**src/rtl/hci_package.sv**
```systemverilog
// Shared types for the HCI ECC scrubber: scrub FSM states and the Hsiao
// column generator used by the encoder and the decoder.
package hci_package;

  typedef enum logic [1:0] {WAIT, READ, CHECK, WRITE} hci_scrub_state_e;

  // Column idx of the H matrix: odd-weight (>=3) words, lowest weight first,
  // ascending value within a weight.
  function automatic int hsiao_col(input int ew, input int idx);
    int n;
    int res;
    n   = 0;
    res = 0;
    for (int w = 3; w <= ew; w += 2) begin
      for (int v = 0; v < (1 << ew); v++) begin
        if ($countones(v) == w) begin
          if (n == idx) res = v;
          n++;
        end
      end
    end
    return res;
  endfunction

endpackage

```
**src/rtl/hsiao_ecc.sv**
```systemverilog
// Hsiao SEC-DED encoder and decoder; codeword layout is {ecc, data}.
// Check bit j covers every data bit whose H column has bit j set.
module hsiao_ecc_enc
  import hci_package::*;
#(
  parameter int DW = 32,
  parameter int EW = 7
) (
  input  logic [DW-1:0]    data_i,
  output logic [DW+EW-1:0] code_o
);

  logic [EW-1:0] term [DW];
  logic [EW-1:0] ecc;

  for (genvar gi = 0; gi < DW; gi++) begin : g_col
    localparam logic [EW-1:0] COL = EW'(hsiao_col(EW, gi));
    assign term[gi] = data_i[gi] ? COL : '0;
  end

  always_comb begin
    ecc = '0;
    for (int i = 0; i < DW; i++) ecc = ecc ^ term[i];
  end

  assign code_o = {ecc, data_i};

endmodule

module hsiao_ecc_dec
  import hci_package::*;
#(
  parameter int DW = 32,
  parameter int EW = 7
) (
  input  logic [DW+EW-1:0] code_i,
  output logic [DW-1:0]    data_o,
  output logic [EW-1:0]    syndrome_o,
  output logic [1:0]       err_o
);

  logic [EW-1:0] term [DW];
  logic [DW-1:0] flip;

  for (genvar gi = 0; gi < DW; gi++) begin : g_col
    localparam logic [EW-1:0] COL = EW'(hsiao_col(EW, gi));
    assign term[gi] = code_i[gi] ? COL : '0;
    assign flip[gi] = (syndrome_o == COL);
  end

  always_comb begin
    syndrome_o = code_i[DW+EW-1:DW];
    for (int i = 0; i < DW; i++) syndrome_o = syndrome_o ^ term[i];
  end

  // Odd syndrome matching a data column or a single check bit is correctable;
  // anything else non-zero is reported as uncorrectable.
  always_comb begin
    err_o  = 2'b00;
    data_o = code_i[DW-1:0] ^ flip;
    if (syndrome_o != '0) begin
      if ((^syndrome_o) && ((|flip) || ($countones(syndrome_o) == 1)))
        err_o = 2'b01;
      else
        err_o = 2'b10;
    end
  end

endmodule

```
**src/rtl/hci_ecc_scrubber.sv**
```systemverilog
// Background scrubber for one Hsiao-protected TCDM bank. Core traffic always
// wins the bank; the scrubber reads, checks and repairs words in idle cycles.
module hci_ecc_scrubber
  import hci_package::*;
#(
  parameter int DW = 32,
  parameter int EW = 7,
  parameter int AW = 10,
  parameter int IW = 16,
  parameter int CW = 32
) (
  input  logic              clk_i,
  input  logic              rst_i,
  input  logic              enable_i,
  input  logic [IW-1:0]     interval_i,
  input  logic              core_req_i,
  output logic              core_gnt_o,
  input  logic [AW-1:0]     core_add_i,
  input  logic              core_wen_i,
  input  logic [DW+EW-1:0]  core_wdata_i,
  output logic [DW+EW-1:0]  core_rdata_o,
  output logic              bank_req_o,
  output logic              bank_wen_o,
  output logic [AW-1:0]     bank_add_o,
  output logic [DW+EW-1:0]  bank_wdata_o,
  input  logic [DW+EW-1:0]  bank_rdata_i,
  output logic [AW-1:0]     scrub_addr_o,
  output logic [CW-1:0]     single_cnt_o,
  output logic [CW-1:0]     multi_cnt_o,
  output logic              multi_err_o,
  output logic [AW-1:0]     multi_err_add_o
);

  hci_scrub_state_e   state_reg;
  logic [IW-1:0]      interval_cnt_reg;
  logic [AW-1:0]      scrub_addr_reg;
  logic [AW-1:0]      wb_add_reg;
  logic [DW+EW-1:0]   wb_data_reg;
  logic [CW-1:0]      single_cnt_reg;
  logic [CW-1:0]      multi_cnt_reg;
  logic               multi_err_reg;
  logic [AW-1:0]      multi_err_add_reg;

  logic [DW-1:0]      dec_data;
  logic [EW-1:0]      dec_syndrome;
  logic [1:0]         dec_err;
  logic [DW+EW-1:0]   fix_code;
  logic               core_write;
  logic               hazard_check;
  logic               hazard_write;

  hsiao_ecc_dec #(.DW(DW), .EW(EW)) u_dec (
    .code_i     (bank_rdata_i),
    .data_o     (dec_data),
    .syndrome_o (dec_syndrome),
    .err_o      (dec_err)
  );

  hsiao_ecc_enc #(.DW(DW), .EW(EW)) u_enc (
    .data_i (dec_data),
    .code_o (fix_code)
  );

  // A core write to the word being repaired carries newer data than ours.
  assign core_write   = core_req_i & ~core_wen_i;
  assign hazard_check = core_write & (core_add_i == scrub_addr_reg);
  assign hazard_write = core_write & (core_add_i == wb_add_reg);

  always_comb begin
    bank_req_o   = core_req_i;
    bank_wen_o   = core_wen_i;
    bank_add_o   = core_add_i;
    bank_wdata_o = core_wdata_i;
    if (!rst_i && !core_req_i) begin
      if (state_reg == READ) begin
        bank_req_o   = 1'b1;
        bank_wen_o   = 1'b1;
        bank_add_o   = scrub_addr_reg;
        bank_wdata_o = '0;
      end else if (state_reg == WRITE) begin
        bank_req_o   = 1'b1;
        bank_wen_o   = 1'b0;
        bank_add_o   = wb_add_reg;
        bank_wdata_o = wb_data_reg;
      end
    end
  end

  always_ff @(posedge clk_i) begin
    if (rst_i) begin
      state_reg         <= WAIT;
      interval_cnt_reg  <= '0;
      scrub_addr_reg    <= '0;
      wb_add_reg        <= '0;
      wb_data_reg       <= '0;
      single_cnt_reg    <= '0;
      multi_cnt_reg     <= '0;
      multi_err_reg     <= 1'b0;
      multi_err_add_reg <= '0;
    end else begin
      multi_err_reg <= 1'b0;
      case (state_reg)
        WAIT: begin
          if (!enable_i) begin
            interval_cnt_reg <= '0;
          end else if (interval_cnt_reg >= interval_i) begin
            interval_cnt_reg <= '0;
            state_reg        <= READ;
          end else begin
            interval_cnt_reg <= interval_cnt_reg + 1'b1;
          end
        end
        READ: if (!core_req_i) state_reg <= CHECK;
        // Read data is only valid this one cycle, so CHECK never stalls.
        CHECK: begin
          scrub_addr_reg <= scrub_addr_reg + 1'b1;
          state_reg      <= WAIT;
          if (dec_err[0]) begin
            if (single_cnt_reg != '1) single_cnt_reg <= single_cnt_reg + 1'b1;
            wb_add_reg  <= scrub_addr_reg;
            wb_data_reg <= fix_code;
            if (!hazard_check) state_reg <= WRITE;
          end else if (dec_err[1]) begin
            if (multi_cnt_reg != '1) multi_cnt_reg <= multi_cnt_reg + 1'b1;
            multi_err_reg     <= 1'b1;
            multi_err_add_reg <= scrub_addr_reg;
          end
        end
        WRITE: if (!core_req_i || hazard_write) state_reg <= WAIT;
        default: state_reg <= WAIT;
      endcase
    end
  end

  assign core_gnt_o      = core_req_i;
  assign core_rdata_o    = bank_rdata_i;
  assign scrub_addr_o    = scrub_addr_reg;
  assign single_cnt_o    = single_cnt_reg;
  assign multi_cnt_o     = multi_cnt_reg;
  assign multi_err_o     = multi_err_reg;
  assign multi_err_add_o = multi_err_add_reg;

endmodule

```
**config.mk**
```make
export PLATFORM = sky130hd
export DESIGN_NAME = hci_ecc_scrubber
export DESIGN_NICKNAME = d
export VERILOG_FILES = /design/src/rtl/hci_package.sv /design/src/rtl/hsiao_ecc.sv /design/src/rtl/hci_ecc_scrubber.sv
export SDC_FILE = /design/constraint.sdc
export NUM_CORES = 1
export LEC_CHECK = 0
export CORE_ASPECT_RATIO = 0.9
export CORE_UTILIZATION = 40
export CTS_CLUSTER_SIZE = 20
export DETAILED_ROUTE_END_ITERATION = 7
export HOLD_SLACK_MARGIN = 0.02
export PLACE_DENSITY = 0.78
export SYNTH_ARGS = -nofsm -noshare
export SYNTH_HDL_FRONTEND = slang
export SYNTH_SLANG_ARGS = --single-unit
```
**constraint.sdc**
```tcl
create_clock -name clk_i -period 8.6 [get_ports clk_i]
set_input_delay 0.86 -clock clk_i [delete_from_list [all_inputs] [get_ports clk_i]]
set_output_delay 0.86 -clock clk_i [all_outputs]
set_load 0.01 [all_outputs]
```
Figure 1. Placement view (run 1).
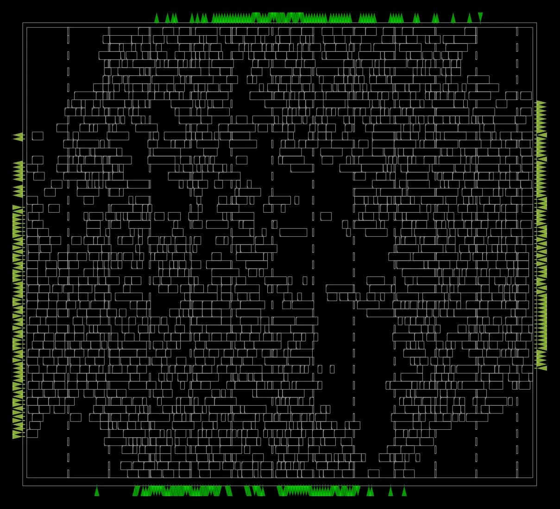
number of flip-flops and latches: 152
final core occ: 0.536
Seq/total area: 0.218
non-filler instance count after layout: 1903

Figure 2. Routed clock nets over the placement (run 1).
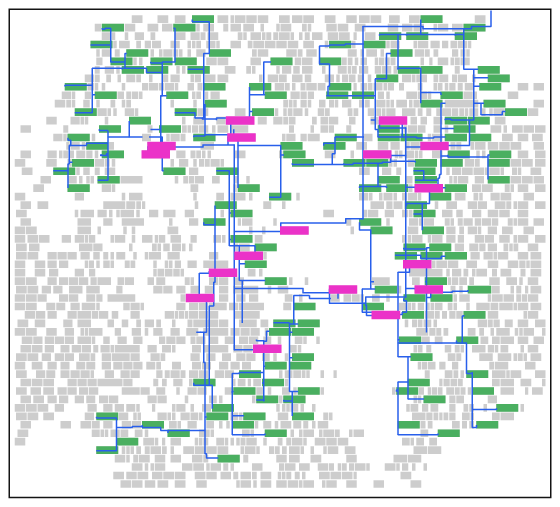
[clock wires] blue | length: 2040 um
[flip-flops] green | count: 152
[clock drivers] magenta | count: 17
routed clock nets: 18

==> impl_results.html, run 1 <==
<p>Metrics extracted from the flow reports.</p>
<table>
<tr><th>Metric</th><th>Value</th></tr>
<tr><th colspan="2">Run status</th></tr>
<tr><td>Result of the run</td><td>finished, final reports clean</td></tr>
<tr><th colspan="2">Synthesis</th></tr>
<tr><td>Number of enable flip-flop cells</td><td>0</td></tr>
<tr><td>Register area share after synthesis</td><td>0.286</td></tr>
<tr><td>Post-Synthesis Mean Instance Area</td><td>7.86 um^2</td></tr>
<tr><td>Post-synthesis cell count from yosys</td><td>1352</td></tr>
<tr><td>Gate count after technology mapping</td><td>1352</td></tr>
<tr><th colspan="2">Final timing</th></tr>
<tr><td>Final total negative setup slack</td><td>0 ns</td></tr>
<tr><td>Post-route worst setup slack</td><td>2.25 ns</td></tr>
<tr><td>Number of pins with negative max-slew slack in the final report</td><td>0</td></tr>
<tr><td>Tightest hold margin</td><td>0.493 ns</td></tr>
<tr><th colspan="2">Critical path</th></tr>
<tr><td>Critical path data required time</td><td>8.95 ns</td></tr>
<tr><td>Reg-to-reg critical path startpoint</td><td>state_reg[1]</td></tr>
<tr><td>Buffers and inverters on the worst path</td><td>4</td></tr>
<tr><th colspan="2">Clocking</th></tr>
<tr><td>H-tree levels</td><td>4</td></tr>
<tr><td>Post-CTS repair timing setup buffer count</td><td>0</td></tr>
<tr><th colspan="2">Cells and area</th></tr>
<tr><td>Number of nets in the layout</td><td>1688</td></tr>
<tr><td>Multi-input combinational cell area</td><td>6780 um^2</td></tr>
<tr><td>Antenna diode instance count</td><td>0</td></tr>
<tr><th colspan="2">Job</th></tr>
<tr><td>Max capacitance violation total</td><td>0</td></tr>
<tr><th colspan="2">Floorplan</th></tr>
<tr><td>Core Footprint</td><td>26100 um^2</td></tr>
<tr><th colspan="2">Power</th></tr>
<tr><td>Worst supply voltage drop on vdd</td><td>0.196 mV</td></tr>
</table>
Figure 3. Signal wires on met4 (run 1).
Scale bar: 50 um. Supply wires on this layer in grey.
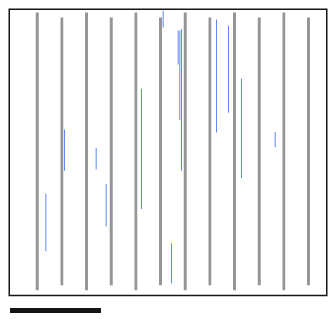
nets with wire on the layer: 12
longest straight run: 77.5 um
main direction: vertical

Figure 4. Where the registers sit (run 1).
Other sequential cells in the stronger grey, the rest of the logic in the fainter grey.
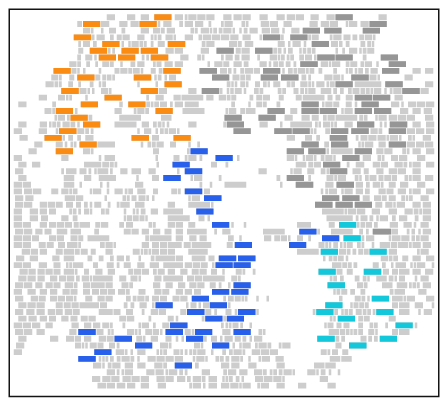
| name in the netlist | colour | placed flops |
|---|---|---|
| single_cnt_o | orange | 32 |
| interval_cnt_reg | cyan | 16 |
| wb_data_reg | blue | 39 |
not coloured: 65

-- run 1: placed cells by master, fill, tap and decap left out, drive strengths merged, types with 4 or more instances in the layout --
master           n
clkdlybuf4s50  283
xnor2          194
nor2           172
dfxtp          152
nand2          146
o21ai           72
xor2            62
inv             59
nand3           47
nor3            42
mux2i           39
a211oi          35
nand4           34
ha              34
a21oi           23
and3            19
clkbuf          17
nor4            15
nor3b           13
or3             11
xnor3            9
a21o             9
buf              8
and4             6
or2              6
clkinv           5
and2             4
-- run 1: cells in the mapped netlist (all sizes together), types with 19 or more instances --
library cell | count | area, um^2
a211oi | 35 | 263
xor2 | 62 | 543
clkbuf | 68 | 255
dfxtp | 152 | 3040
o21ai | 72 | 360
ha | 34 | 425
inv | 52 | 195
buf | 52 | 359
nor3 | 42 | 210
and3 | 19 | 119
nand2 | 146 | 548
nand3 | 47 | 235
a21oi | 23 | 115
nor2 | 172 | 646
mux2i | 39 | 390
xnor2 | 194 | 1710
nand4 | 34 | 213
-- run 1: layout make-up --
type / count / share of cell area
sequential: 152 / 0.218
timing repair buffer: 291 / 0.207
clock inverter: 15 / 0.0146
inverter: 52 / 0.0140
tap: 348 / 0.0311
clock buffer: 17 / 0.0304
multi-input combinational: 1028 / 0.485
-- run 1: report_power, final --
group	leakage, nW	internal (mW)	total, mW	switching [mW]
clock	0.304	0.445	0.791	0.345
sequential	1.22	0.704	0.704	0.000554
combinational	3.46	0.576	1.35	0.776
total	4.98	1.72	2.85	1.12
-- run 1: worst max-delay path by stage --
stage	to	startpoint	cells after the start
floorplan	multi_cnt_o[27]	bank_rdata_i[30]	18
global placement	multi_cnt_o[27]	bank_rdata_i[30]	17
detailed placement	multi_cnt_o[27]	bank_rdata_i[31]	17
CTS	multi_cnt_o[27]	bank_rdata_i[31]	17
global route	multi_cnt_o[27]	bank_rdata_i[31]	17
finish	multi_cnt_o[27]	bank_rdata_i[31]	17
-- run 1: cell families (layout without fill, tap and decap cells) --
family                   Yosys count  after routing  synth area share
buffers and inverters            172            375            0.0762
AND-OR/OR-AND                    158            158            0.0907
adder cells (fa/ha/maj)           37             37            0.0457
XOR/XNOR                         266            266             0.234
flip-flops                       152            152             0.286
multiplexers                      42             42            0.0399
AND/OR/NAND/NOR                  525            525             0.227
-- run 1: per-layer routing --
metal | GRT usage | routed length, um | vias up
li1 | - | - | 4875
met1 | 0.289 | 13700 | 4466
met2 | 0.375 | 14400 | 342
met3 | 0.0381 | 1760 | 37
met4 | 0.0597 | 501 | 0
met5 | 0 | 0 | -
-- run 1: tightest hold or removal path, delay by kind of cell (launching register included) --
family,cells,cell delay (ns)
flops,1,0.33
mux,1,0.06
simple gates,1,0.07
-- run 1: metrics by stage --
step,instances,util
finish,1903,0.536
global route,1903,0.536
CTS,1903,0.536
detailed placement,1871,0.512
global placement,1871,0.512
floorplan,1352,-
==> run 1 -> run 2 <==
- clock period: 8.6 -> 6 ns (I/O delays scaled with it)
==> run 2 against run 1 <==
Compared with the run above: synthesized cell count is the same; largest cell class unchanged; sequential share of layout area shrank 0.24 points; total power grew 45%; clock skew grew 0.0032 ns; cell area grew 1.1%; sequential power grew 43%; non-clock buffer count grew 18; via count grew 2.0%; critical path depth is the same.
==> impl_results.html, run 2 <==
<p>Metrics extracted from the flow reports.</p>
<table>
<tr><th>Metric</th><th>Value</th></tr>
<tr><th colspan="2">Run status</th></tr>
<tr><td>Result of the run</td><td>finished, final reports clean</td></tr>
<tr><th colspan="2">Synthesis</th></tr>
<tr><td>Top post-synthesis cells by area</td><td>dfxtp_1 29%, xnor2_1 16%, nor2_1 6.1%</td></tr>
<tr><td>Post-synthesis cell count from yosys</td><td>1352</td></tr>
<tr><td>Top cell type by total area after synthesis</td><td>dfxtp_1</td></tr>
<tr><td>Ranking of synthesized cells by instance count</td><td>192 x xnor2_1, 172 x nor2_1, 152 x dfxtp_1, 146 x nand2_1, 72 x o21ai_0</td></tr>
<tr><td>Post-Synthesis Mean Instance Area</td><td>7.86 um^2</td></tr>
<tr><td>Top-area cell type share of the netlist area</td><td>0.286</td></tr>
<tr><td>Gate count after technology mapping</td><td>1352</td></tr>
<tr><td>Yosys top cell by instances</td><td>xnor2_1</td></tr>
<tr><td>Register area share after synthesis</td><td>0.286</td></tr>
<tr><th colspan="2">Power</th></tr>
<tr><td>Net switching power of the design</td><td>1.66 mW</td></tr>
<tr><td>Proportion of power drawn by flip-flops and latches</td><td>0.244</td></tr>
<tr><td>Switching portion of total power</td><td>0.402</td></tr>
<tr><td>Worst supply voltage drop on vdd</td><td>0.371 mV</td></tr>
<tr><th colspan="2">Cells and area</th></tr>
<tr><td>Most instantiated logic cells after routing</td><td>283 x clkdlybuf4s50_1, 192 x xnor2_1, 172 x nor2_1</td></tr>
<tr><td>Antenna diode instance count</td><td>0</td></tr>
<tr><td>Dominant logic cell type in the layout</td><td>clkdlybuf4s50_1</td></tr>
<tr><td>Area added between synthesis and finish</td><td>33.0%</td></tr>
<tr><th colspan="2">Global routing</th></tr>
<tr><td>Global-route track usage on met3</td><td>0.0415</td></tr>
<tr><td>Grt met2 use</td><td>0.372</td></tr>
<tr><td>GRT busiest layer</td><td>met2</td></tr>
<tr><td>Global routing usage on met1</td><td>0.293</td></tr>
<tr><th colspan="2">Final timing</th></tr>
<tr><td>Final total negative setup slack</td><td>0 ns</td></tr>
<tr><td>Post-route worst setup slack</td><td>0.546 ns</td></tr>
<tr><th colspan="2">Place</th></tr>
<tr><td>Placer's final routability congestion estimate</td><td>0.903</td></tr>
<tr><th colspan="2">Critical path</th></tr>
<tr><td>Reg-to-reg critical path startpoint</td><td>interval_cnt_reg[0]</td></tr>
<tr><td>Critical path data required time</td><td>6.35 ns</td></tr>
<tr><th colspan="2">Clocking</th></tr>
<tr><td>Post-CTS repair timing setup buffer count</td><td>0</td></tr>
<tr><td>H-tree levels</td><td>4</td></tr>
</table>
-- run 2: cell types whose count changed in the layout (fill, tap and decap cells not counted), sizes merged --
| cell | change |
|---|---|
| bufinv | -1 |
| clkinvlp | -1 |
| buf | +18 |
| clkinv | +2 |
-- run 2: cell type report --
type                            instances  area, um^2  area share
Multi-Input combinational cell       1028        6780       0.480
Timing Repair Buffer                  309        3050       0.216
Sequential cell                       152        3040       0.215
Tap cell                              348         435      0.0308
Clock buffer                           17         425      0.0301
Clock inverter                         15         203      0.0143
Inverter                               52         195      0.0138
-- run 2: cells by family (layout without fill, tap and decap cells) --
kind of cell,count (synthesis),in the layout,share of synthesized area
simple gates,525,525,0.227
xor+xnor,266,266,0.234
buf+inv,172,393,0.0762
compound gates,158,158,0.0907
flops,152,152,0.286
mux,42,42,0.0399
fa+ha+maj,37,37,0.0457
-- run 2: how the worst max path moves through the flow --
stage	end	from	slack (ns)	cells past startpoint
final	multi_cnt_o[27]	bank_rdata_i[6]	0.55	17
after floorplan	multi_cnt_o[27]	bank_rdata_i[30]	1.10	18
after global routing	multi_cnt_o[27]	bank_rdata_i[6]	0.33	17
after global placement	multi_cnt_o[27]	bank_rdata_i[9]	0.28	19
after CTS	multi_cnt_o[27]	bank_rdata_i[6]	0.61	17
after detailed placement	multi_cnt_o[27]	bank_rdata_i[15]	0.17	19
-- run 2: layer usage --
metal	vias up	part of all wire
met2	346	0.47
met5	-	0
met1	4607	0.45
met3	38	0.058
li1	4919	-
met4	0	0.019
-- run 2: worst max-delay path: cells and delay by family --
family                   cells  cell delay, ns
XOR/XNOR                     4            1.06
adder cells (fa/ha/maj)      3            1.20
AND/OR/NAND/NOR              2            0.85
buffers and inverters        3            0.95
AND-OR/OR-AND                5            1.17
-- run 2: stage by stage --
| step | hold slack [ns] | area, um^2 | total power, mW | std cells | utilization |
|---|---|---|---|---|---|
| 3_5_place_dp | 0.484 | 13500 | 3.01 | 1889 | 0.518 |
| 4_1_cts | 0.501 | 14100 | 4.14 | 1921 | 0.542 |
| 3_3_place_gp | 0.477 | 13500 | 2.99 | 1889 | 0.518 |
| 5_1_grt | 0.523 | 14100 | 4.35 | 1921 | 0.542 |
| 2_1_floorplan | 0.460 | 10600 | 2.46 | 1352 | - |
| 6_report | 0.497 | 14100 | 4.13 | 1921 | 0.542 |
-- run 2: power by group through the flow --
stage               combinational, mW  clock (mW)  sequential [mW]
global placement                 1.95           0             1.03
finish                           2.01        1.12             1.01
detailed placement               1.97           0             1.03
global route                     2.16        1.18             1.01
floorplan                        1.43           0             1.03
CTS                              1.98        1.15             1.01
Figure 5. Where the registers sit (run 2).
Other sequential cells in the stronger grey, the rest of the logic in the fainter grey.
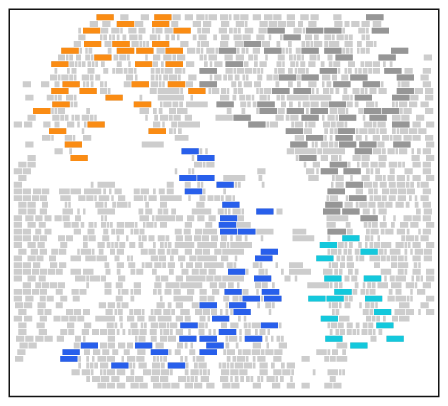
| name in the netlist | colour | placed flops |
|---|---|---|
| wb_data_reg | blue | 39 |
| interval_cnt_reg | cyan | 16 |
| single_cnt_o | orange | 32 |
not coloured: 65

Figure 6. Signal wires on met4 (run 2).
Scale bar: 50 um. Supply wires on this layer in grey.
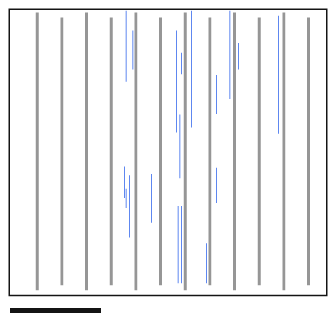
main direction: vertical
longest straight run: 64.6 um
wire length on this layer: 587 um
share of all routed wire: 1.9%
nets with wire on the layer: 16

Power and IR drop assume default switching activity.
